$ cat src/rtl/mem_arb.sv
// mem_arb: arbiter between an instruction-fetch port and a data port that share one
// single-ported 32-word memory. Each granted transaction takes three cycles:
// IDLE (grant) -> ACCESS (mem_sel high) -> RESP (owner done pulse).
//
// Optional feature macro: MEM_ARB_RR_EN
//   defined   - round-robin on simultaneous requests (first tie after reset goes to fetch)
//   undefined - fixed priority, data always beats fetch
//
// Ports:
//   clk, rst_n                          clock, asynchronous active-low reset
//   f_req, f_addr                       fetch request / address
//   f_done, f_rdata                     fetch completion pulse / fetched word
//   d_req, d_we, d_addr, d_wdata        data request / write enable / address / store data
//   d_done, d_rdata                     data completion pulse / loaded word
//   halt                                blocks new grants while high
//   mem_sel, mem_we, mem_addr,
//   mem_wdata, mem_rdata                memory-side interface
//   busy                                high whenever a transaction is in flight
module mem_arb #(
    parameter int AW = 5,
    parameter int DW = 8
) (
    input  logic          clk,
    input  logic          rst_n,
    input  logic          f_req,
    input  logic [AW-1:0] f_addr,
    output logic          f_done,
    output logic [DW-1:0] f_rdata,
    input  logic          d_req,
    input  logic          d_we,
    input  logic [AW-1:0] d_addr,
    input  logic [DW-1:0] d_wdata,
    output logic          d_done,
    output logic [DW-1:0] d_rdata,
    input  logic          halt,
    output logic          mem_sel,
    output logic          mem_we,
    output logic [AW-1:0] mem_addr,
    output logic [DW-1:0] mem_wdata,
    input  logic [DW-1:0] mem_rdata,
    output logic          busy
);

    localparam logic [1:0] IDLE   = 2'd0;
    localparam logic [1:0] ACCESS = 2'd1;
    localparam logic [1:0] RESP   = 2'd2;

    logic [1:0]    state_q;
    logic          owner_data_q;  // 1 = data port owns the in-flight transaction
    logic          mem_sel_q;
    logic          mem_we_q;
    logic [AW-1:0] mem_addr_q;
    logic [DW-1:0] mem_wdata_q;
    logic [DW-1:0] f_rdata_q;
    logic [DW-1:0] d_rdata_q;
    logic          f_done_q;
    logic          d_done_q;

    logic          gnt_any;
    logic          gnt_data;

`ifdef MEM_ARB_RR_EN
    logic          last_gnt_data_q;  // 1 = data was granted most recently

    // On a tie the port that did not win last time is served.
    assign gnt_data = d_req && (!f_req || !last_gnt_data_q);

    always_ff @(posedge clk or negedge rst_n) begin
        if (!rst_n) begin
            last_gnt_data_q <= 1'b1;
        end else if (gnt_any) begin
            last_gnt_data_q <= gnt_data;
        end
    end
`else
    assign gnt_data = d_req;
`endif

    assign gnt_any = (state_q == IDLE) && !halt && (f_req || d_req);

    always_ff @(posedge clk or negedge rst_n) begin
        if (!rst_n) begin
            state_q      <= IDLE;
            owner_data_q <= 1'b0;
            mem_sel_q    <= 1'b0;
            mem_we_q     <= 1'b0;
            mem_addr_q   <= '0;
            mem_wdata_q  <= '0;
            f_rdata_q    <= '0;
            d_rdata_q    <= '0;
            f_done_q     <= 1'b0;
            d_done_q     <= 1'b0;
        end else begin
            case (state_q)
                IDLE: begin
                    if (gnt_any) begin
                        state_q      <= ACCESS;
                        owner_data_q <= gnt_data;
                        mem_sel_q    <= 1'b1;
                        mem_we_q     <= gnt_data && d_we;
                        mem_addr_q   <= gnt_data ? d_addr : f_addr;
                        // Fetches never write, so keep the previous store data.
                        if (gnt_data) begin
                            mem_wdata_q <= d_wdata;
                        end
                    end
                end
                ACCESS: begin
                    state_q   <= RESP;
                    mem_sel_q <= 1'b0;
                    mem_we_q  <= 1'b0;
                    if (owner_data_q) begin
                        d_done_q <= 1'b1;
                        if (!mem_we_q) begin
                            d_rdata_q <= mem_rdata;
                        end
                    end else begin
                        f_done_q  <= 1'b1;
                        f_rdata_q <= mem_rdata;
                    end
                end
                RESP: begin
                    state_q  <= IDLE;
                    f_done_q <= 1'b0;
                    d_done_q <= 1'b0;
                end
                default: begin
                    state_q   <= IDLE;
                    mem_sel_q <= 1'b0;
                    mem_we_q  <= 1'b0;
                    f_done_q  <= 1'b0;
                    d_done_q  <= 1'b0;
                end
            endcase
        end
    end

    assign busy      = (state_q != IDLE);
    assign mem_sel   = mem_sel_q;
    assign mem_we    = mem_we_q;
    assign mem_addr  = mem_addr_q;
    assign mem_wdata = mem_wdata_q;
    assign f_rdata   = f_rdata_q;
    assign d_rdata   = d_rdata_q;
    assign f_done    = f_done_q;
    assign d_done    = d_done_q;

endmodule

$ cat config.mk
export PLATFORM = sky130hd
export DESIGN_NAME = mem_arb
export DESIGN_NICKNAME = d
export VERILOG_FILES = /design/src/rtl/mem_arb.sv
export SDC_FILE = /design/constraint.sdc
export NUM_CORES = 1
export LEC_CHECK = 0
export CORE_MARGIN = 1.5
export CORE_UTILIZATION = 40
export CTS_CLUSTER_DIAMETER = 120
export DETAILED_ROUTE_END_ITERATION = 6
export PLACE_DENSITY = 0.78
export RECOVER_POWER = 100
export SYNTH_ARGS = -nofsm -noshare
export SYNTH_HDL_FRONTEND = slang
export SYNTH_SLANG_ARGS = --single-unit
$ cat constraint.sdc
create_clock -name clk -period 1.7 [get_ports clk]
set_input_delay 0.34 -clock clk [delete_from_list [all_inputs] [get_ports clk]]
set_output_delay 0.34 -clock clk [all_outputs]
set_load 0.03 [all_outputs]
Fig. 1: cell classes on the final placement
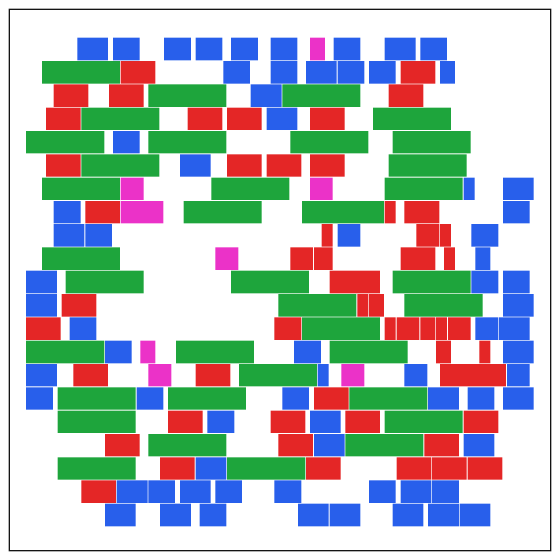
| colour | class | cells |
|---|---|---|
| magenta | clock drivers and dummy loads | 8 |
| red | combinational and other logic | 53 |
| blue | remaining buffers and delay cells | 70 |
| green | sequential cells | 36 |

Fig. 2: sequential cells coloured by netlist name
Scale bar: 20 microns. Other sequential cells in the stronger grey, the rest of the logic in the fainter grey.
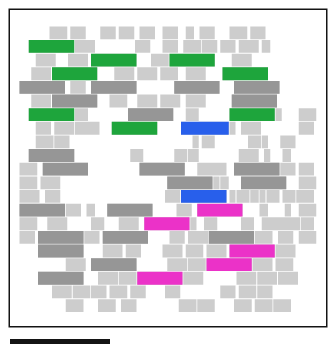
| colour | signal | sequential cells |
|---|---|---|
| magenta | `mem_addr` | 5 |
| green | `d_rdata` | 8 |
| blue | `state_q` | 2 |
not coloured: 21
sequential cell area share: 0.4177
P_seq: 0.00132 W
Util after Layout: 0.6371

Fig. 3: clock nets
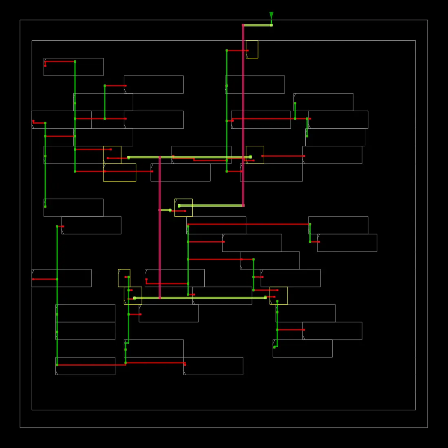
clk sinks: 36
final setup skew: 0.009110 ns
FFs & Latches: 36
clk pwr: 0.000462 W
CLK BUF: 6

Fig. 4: clock wires, drivers and flops
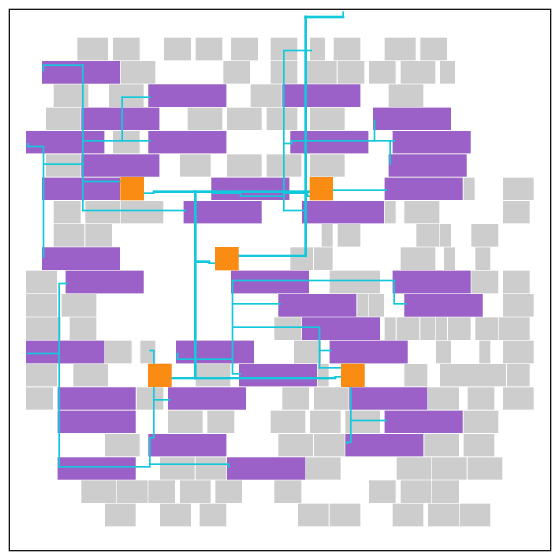
[orange] clock drivers | count: 5
[purple] flip-flops | count: 36
[cyan] clock wires | length: 394 microns
routed clock nets: 6

==> impl_metrics.env <==
# yosys + openroad results
export IMPL_outcome="finished, final reports clean"
export IMPL_dieArea_sq_um=3973
export IMPL_postCtsHoldBufs=0
export IMPL_yosysMostFrequentCell="dfrtp_1"
export IMPL_ys_seq_frac=0.6250
export IMPL_p_leak_nw=0.9791
export IMPL_num_antenna_cells=0
export IMPL_hold_path_class="in -> async"
export IMPL_r2r_end="d_rdata[5]$_DFFE_PN0P_"
export IMPL_lay_top_cells="dfrtp_1 (35), mux2_2 (34), dlygate4sd2_1 (32)"
export IMPL_synthAoiAreaFrac=0.02865
export IMPL_arrival_ns=1.75
export IMPL_use_met3=0.05225
export IMPL_critPathCaptureType="flop"
export IMPL_finalNonFillerCells=213
export IMPL_hold_viol_final=0
export IMPL_grt_start_max_net_pins=37
export IMPL_place_congestion=0.6944
export IMPL_seq_area_sq_um=902.1
export IMPL_netlist_instances=92
export IMPL_fp_util=0.4252
export IMPL_place_ws_ns=-0.1160
export IMPL_portBuffers=65
export IMPL_viasPerCell=4.709
export IMPL_synth_main_ff_cell="dfrtp_1"
export IMPL_track_usage=0.1718
export IMPL_ys_top_cells_by_count="dfrtp_1 (36), mux2_2 (34), nor2_1 (4), buf_2 (3)"
export IMPL_yosys_stat_area_sq_um=1441
export IMPL_gr_max_usage_layer="met2"
export IMPL_switching_share=0.4019
export IMPL_vias=1003
export IMPL_ctsResizeCount=32
export IMPL_finalCritPeriodShare=0.9017
export IMPL_power_per_cell_area_nw_per_um2=1501
export IMPL_lay_top_count="dfrtp_1"
export IMPL_synth_top_area_share=0.6250
==> per-stage QoR <==
stage / area (sq um) / power (W) / util
detailed placement: 2165 / 0.003064 / 0.6386
global route: 2160 / 0.003442 / 0.6371
global placement: 2165 / 0.003018 / 0.6386
floorplan: 1441 / 0.002273 / -
finish: 2160 / 0.003242 / 0.6371
CTS: 2186 / 0.003320 / 0.6449
==> critical path, cell delays in order (launching register included) <==
cell and delay, ns:
dfrtp_1 0.46, inv_2 0.11, nor4_1 0.29, buf_4 0.23
mux2_2 0.34
==> area by class of cell <==
type | instances | share of cell area
Sequential cell | 36 | 0.4177
Multi-Input combinational cell | 50 | 0.2312
Clock buffer | 6 | 0.02375
Tap cell | 46 | 0.02665
Timing Repair Buffer | 70 | 0.2908
Inverter | 3 | 0.005214
Clock inverter | 2 | 0.004635
Power is estimated from default activity; no workload was simulated.
